## src/rtl/tl_cdc_host_arb.sv

```systemverilog
// Two-host TileLink-style arbiter in front of a CDC adapter.
// Channel A beats from two hosts are round-robin arbitrated into a single
// output register stage, tagged with the host index in the source MSB.
// Channel D responses are routed back by that MSB. A per-host outstanding
// counter blocks a host once it reaches MAX_OUTST in-flight requests.
module tl_cdc_host_arb #(
  parameter int ADDR_WIDTH = 32,
  parameter int DATA_WIDTH = 32,
  parameter int MASK_WIDTH = DATA_WIDTH / 8,
  parameter int HSRC_WIDTH = 1,
  parameter int MAX_OUTST  = 4
) (
  input  logic                      clk_in,
  input  logic                      reset_in,
  // Per-host Channel A
  input  logic [1:0]                h_a_valid,
  output logic [1:0]                h_a_ready,
  input  logic [5:0]                h_a_opcode,
  input  logic [5:0]                h_a_param,
  input  logic [5:0]                h_a_size,
  input  logic [2*HSRC_WIDTH-1:0]   h_a_source,
  input  logic [2*ADDR_WIDTH-1:0]   h_a_address,
  input  logic [2*MASK_WIDTH-1:0]   h_a_mask,
  input  logic [2*DATA_WIDTH-1:0]   h_a_data,
  // Merged Channel A toward the CDC adapter
  output logic                      a_valid,
  input  logic                      a_ready,
  output logic [2:0]                a_opcode,
  output logic [2:0]                a_param,
  output logic [2:0]                a_size,
  output logic [HSRC_WIDTH:0]       a_source,
  output logic [ADDR_WIDTH-1:0]     a_address,
  output logic [MASK_WIDTH-1:0]     a_mask,
  output logic [DATA_WIDTH-1:0]     a_data,
  // Channel D from the CDC adapter
  input  logic                      d_valid,
  output logic                      d_ready,
  input  logic [2:0]                d_opcode,
  input  logic [2:0]                d_param,
  input  logic [2:0]                d_size,
  input  logic [HSRC_WIDTH:0]       d_source,
  input  logic                      d_sink,
  input  logic [DATA_WIDTH-1:0]     d_data,
  input  logic                      d_error,
  // Per-host Channel D
  output logic [1:0]                h_d_valid,
  input  logic [1:0]                h_d_ready,
  output logic [2:0]                h_d_opcode,
  output logic [2:0]                h_d_param,
  output logic [2:0]                h_d_size,
  output logic [HSRC_WIDTH-1:0]     h_d_source,
  output logic                      h_d_sink,
  output logic [DATA_WIDTH-1:0]     h_d_data,
  output logic                      h_d_error,
  // Status
  output logic [5:0]                outst_cnt,
  output logic                      err_unexp_d
);

  localparam int          SRC_WIDTH = HSRC_WIDTH + 1;
  localparam logic [2:0]  LP_MAX    = 3'(MAX_OUTST);

  // Output register stage and control state
  logic                   r_a_valid;
  logic [2:0]             r_a_opcode;
  logic [2:0]             r_a_param;
  logic [2:0]             r_a_size;
  logic [SRC_WIDTH-1:0]   r_a_source;
  logic [ADDR_WIDTH-1:0]  r_a_address;
  logic [MASK_WIDTH-1:0]  r_a_mask;
  logic [DATA_WIDTH-1:0]  r_a_data;
  logic                   r_rr_ptr;
  logic [1:0][2:0]        r_cnt;
  logic                   r_err;

  logic                   w_slot_free;
  logic [1:0]             w_elig;
  logic                   w_gnt_vld;
  logic                   w_gnt_idx;
  logic                   w_accept;
  logic                   w_d_host;
  logic                   w_d_hs;
  logic [1:0]             w_inc;
  logic [1:0]             w_dec;

  // Granted host's fields
  logic [2:0]             w_sel_opcode;
  logic [2:0]             w_sel_param;
  logic [2:0]             w_sel_size;
  logic [HSRC_WIDTH-1:0]  w_sel_source;
  logic [ADDR_WIDTH-1:0]  w_sel_address;
  logic [MASK_WIDTH-1:0]  w_sel_mask;
  logic [DATA_WIDTH-1:0]  w_sel_data;

  // The register can take a beat if empty or draining this cycle.
  assign w_slot_free = !r_a_valid || a_ready;

  assign w_elig[0] = h_a_valid[0] && (r_cnt[0] < LP_MAX);
  assign w_elig[1] = h_a_valid[1] && (r_cnt[1] < LP_MAX);

  // Round-robin pick: preferred host first, then the other one.
  always_comb begin
    w_gnt_vld = 1'b0;
    w_gnt_idx = r_rr_ptr;
    if (w_elig[r_rr_ptr]) begin
      w_gnt_vld = 1'b1;
      w_gnt_idx = r_rr_ptr;
    end else if (w_elig[~r_rr_ptr]) begin
      w_gnt_vld = 1'b1;
      w_gnt_idx = ~r_rr_ptr;
    end
  end

  // Ready is held low while reset is asserted so nothing is accepted early.
  assign w_accept = !reset_in && w_gnt_vld && w_slot_free;

  // Ready goes only to the granted host, and only when the slot is free.
  always_comb begin
    h_a_ready = 2'b00;
    if (w_accept) h_a_ready[w_gnt_idx] = 1'b1;
  end

  assign w_sel_opcode  = w_gnt_idx ? h_a_opcode[5:3] : h_a_opcode[2:0];
  assign w_sel_param   = w_gnt_idx ? h_a_param[5:3]  : h_a_param[2:0];
  assign w_sel_size    = w_gnt_idx ? h_a_size[5:3]   : h_a_size[2:0];
  assign w_sel_source  = w_gnt_idx ? h_a_source[2*HSRC_WIDTH-1:HSRC_WIDTH]
                                   : h_a_source[HSRC_WIDTH-1:0];
  assign w_sel_address = w_gnt_idx ? h_a_address[2*ADDR_WIDTH-1:ADDR_WIDTH]
                                   : h_a_address[ADDR_WIDTH-1:0];
  assign w_sel_mask    = w_gnt_idx ? h_a_mask[2*MASK_WIDTH-1:MASK_WIDTH]
                                   : h_a_mask[MASK_WIDTH-1:0];
  assign w_sel_data    = w_gnt_idx ? h_a_data[2*DATA_WIDTH-1:DATA_WIDTH]
                                   : h_a_data[DATA_WIDTH-1:0];

  // Load the A register on a handshake, drop valid on drain, advance rr_ptr.
  always_ff @(posedge clk_in or posedge reset_in) begin
    if (reset_in) begin
      r_a_valid   <= 1'b0;
      r_a_opcode  <= '0;
      r_a_param   <= '0;
      r_a_size    <= '0;
      r_a_source  <= '0;
      r_a_address <= '0;
      r_a_mask    <= '0;
      r_a_data    <= '0;
      r_rr_ptr    <= 1'b0;
    end else if (w_accept) begin
      r_a_valid   <= 1'b1;
      r_a_opcode  <= w_sel_opcode;
      r_a_param   <= w_sel_param;
      r_a_size    <= w_sel_size;
      r_a_source  <= {w_gnt_idx, w_sel_source};
      r_a_address <= w_sel_address;
      r_a_mask    <= w_sel_mask;
      r_a_data    <= w_sel_data;
      r_rr_ptr    <= ~w_gnt_idx;
    end else if (a_ready) begin
      r_a_valid   <= 1'b0;
    end
  end

  assign a_valid   = r_a_valid;
  assign a_opcode  = r_a_opcode;
  assign a_param   = r_a_param;
  assign a_size    = r_a_size;
  assign a_source  = r_a_source;
  assign a_address = r_a_address;
  assign a_mask    = r_a_mask;
  assign a_data    = r_a_data;

  // D is steered purely by the host index carried in the source MSB.
  assign w_d_host   = d_source[SRC_WIDTH-1];
  assign h_d_valid  = {d_valid & w_d_host, d_valid & ~w_d_host};
  assign d_ready    = h_d_ready[w_d_host];
  assign w_d_hs     = d_valid && d_ready;

  assign h_d_opcode = d_opcode;
  assign h_d_param  = d_param;
  assign h_d_size   = d_size;
  assign h_d_source = d_source[HSRC_WIDTH-1:0];
  assign h_d_sink   = d_sink;
  assign h_d_data   = d_data;
  assign h_d_error  = d_error;

  for (genvar g = 0; g < 2; g++) begin : g_evt
    assign w_inc[g] = w_accept && (w_gnt_idx == 1'(g));
    assign w_dec[g] = w_d_hs && (w_d_host == 1'(g));
  end

  // Outstanding counters; a D with nothing outstanding flags a sticky error.
  always_ff @(posedge clk_in or posedge reset_in) begin
    if (reset_in) begin
      r_cnt <= '0;
      r_err <= 1'b0;
    end else begin
      for (int i = 0; i < 2; i++) begin
        case ({w_inc[i], w_dec[i]})
          2'b10:   r_cnt[i] <= r_cnt[i] + 3'd1;
          2'b01:   if (r_cnt[i] != 3'd0) r_cnt[i] <= r_cnt[i] - 3'd1;
          default: r_cnt[i] <= r_cnt[i];
        endcase
        if (w_dec[i] && (r_cnt[i] == 3'd0)) r_err <= 1'b1;
      end
    end
  end

  assign outst_cnt   = r_cnt;
  assign err_unexp_d = r_err;

endmodule

```

## config.mk

```make
export PLATFORM = sky130hd
export DESIGN_NAME = tl_cdc_host_arb
export DESIGN_NICKNAME = d
export VERILOG_FILES = /design/src/rtl/tl_cdc_host_arb.sv
export SDC_FILE = /design/constraint.sdc
export NUM_CORES = 1
export LEC_CHECK = 0
export CELL_PAD_IN_SITES_DETAIL_PLACEMENT = 0
export CELL_PAD_IN_SITES_GLOBAL_PLACEMENT = 2
export CORE_MARGIN = 2
export CORE_UTILIZATION = 19
export CTS_CLUSTER_SIZE = 8
export DETAILED_ROUTE_END_ITERATION = 10
export HOLD_SLACK_MARGIN = 0.03
export PLACE_DENSITY_LB_ADDON = 0.1
export SLEW_MARGIN = 5
export SYNTH_ARGS = -nofsm -noshare
export SYNTH_HDL_FRONTEND = slang
export SYNTH_SLANG_ARGS = --single-unit
```

## constraint.sdc

```tcl
create_clock -name clk_in -period 18.2 [get_ports clk_in]
set_input_delay 5.46 -clock clk_in [delete_from_list [all_inputs] [get_ports clk_in]]
set_output_delay 5.46 -clock clk_in [all_outputs]
set_load 0.03 [all_outputs]
```

==> images/gate_families.png <==
Scale: 2 px per um.
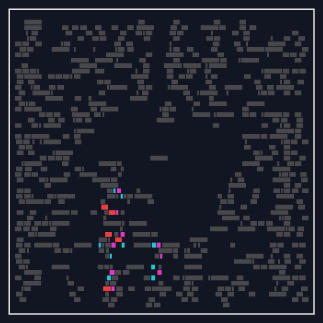
Key: cyan = NOR gates [cells 9]; red = multiplexers [cells 5, most used mux2i_1]; magenta = NAND gates [cells 9, most used nand2b_1]
Top cell excl fill/tap: clkdlybuf4s50_1
multi-input combinational area share: 17.13%

==> images/final_congestion.png <==
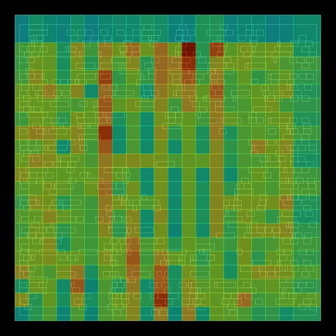
global routing met3 resource utilization: 6.168%
met1 usage: 14.10%
Total Routing Usage GR: 12.65%

==> Changelog: implementation <==
### Implementation results

- Die Ht: 151.6 um
- Layout cell share with drive strength beyond 1: 3.966%
- Worst path max stage delay: 1040 ps
- Crit path DAT: about 8300 ps
- 1st-pass router iterations: 9
- WL met3: 2.079 mm
- NonClk Buf Share: between 30 and 40%
- CP Capture Type: output pin
- Yosys stat area: 4139 sq um
- Filler cells: between 2k and 2.5k
- Critical path class: primary input to output pin
- Tmin final: 13780 ps
- Grt met2 use: 20.77%
- Initial DRC count: roughly 360
- Post-DRT Antenna Nets: 0
- Clock power share: 15.5%
- Skew-Pair Late Insertion Delay: approximately 340 ps
- Post-route design area: 6912 sq um
- Slowest-stage cell, CP: o2111a_4
- Worst setup path end: h_a_ready[1]
- Inserted Diodes: 0
- Int Pwr: ~0.00066 W
- Max Cap Violations: 0
- Total wire length: 15.28 mm
- CP max FO: 88
- DR vias/cell: 4.457
- Status: finished, final reports clean
- Comb pwr share: around 54%
- Flop share of the area: 31.86%
- CTS buffer count: 9
- Seq cells post-synth: slightly below 90
- Rows: 53
- DR WL met2: 7.100 mm
- CTS Buffer Depth: 2
- Xor/xnor share: 0.8464%
- DP Worst Slack: 4272 ps
- Clk cell area share: 3.983%
- Register share after synthesis: 53.20%
- Worst Hold Endpoint: a_mask[0]
- OpenROAD warning count: 26
- Switch share: 41.80%
- CTS tree: yes
- Critical path's top delay family: buffers and inverters
- P&R area growth vs syn: 66.99%
- Layer with the highest usage: met2
- Cts hold-fix bufs: 0
- Worst hold path class: register to register
- Crit path required time: around 13000 ps
- CTS Sinks: 88
- Top cells excl fill/tap: clkdlybuf4s50_1, dfrtp_1, inv_1
- # port buffers: about 260
- Most frequent cell on the critical path: clkdlybuf4s50_1
- CP Depth: 4
- H-tree levels: 3
- Mapped Avg Cell Area: about 11 sq um
- # Taps: 275
- Crit start category: primary input
- Hold slack: 509.2 ps
- Clk power: 0.000175 W
- # Cells Yosys: 375
- Comb gates: about 130
- First-pass GRT wire length: 22.01 mm
- Largest cell class: non-clock buffers
- FF/Latch Area: 2202 sq um
Power figures rest on the tool's default switching activity, not on a simulated workload.
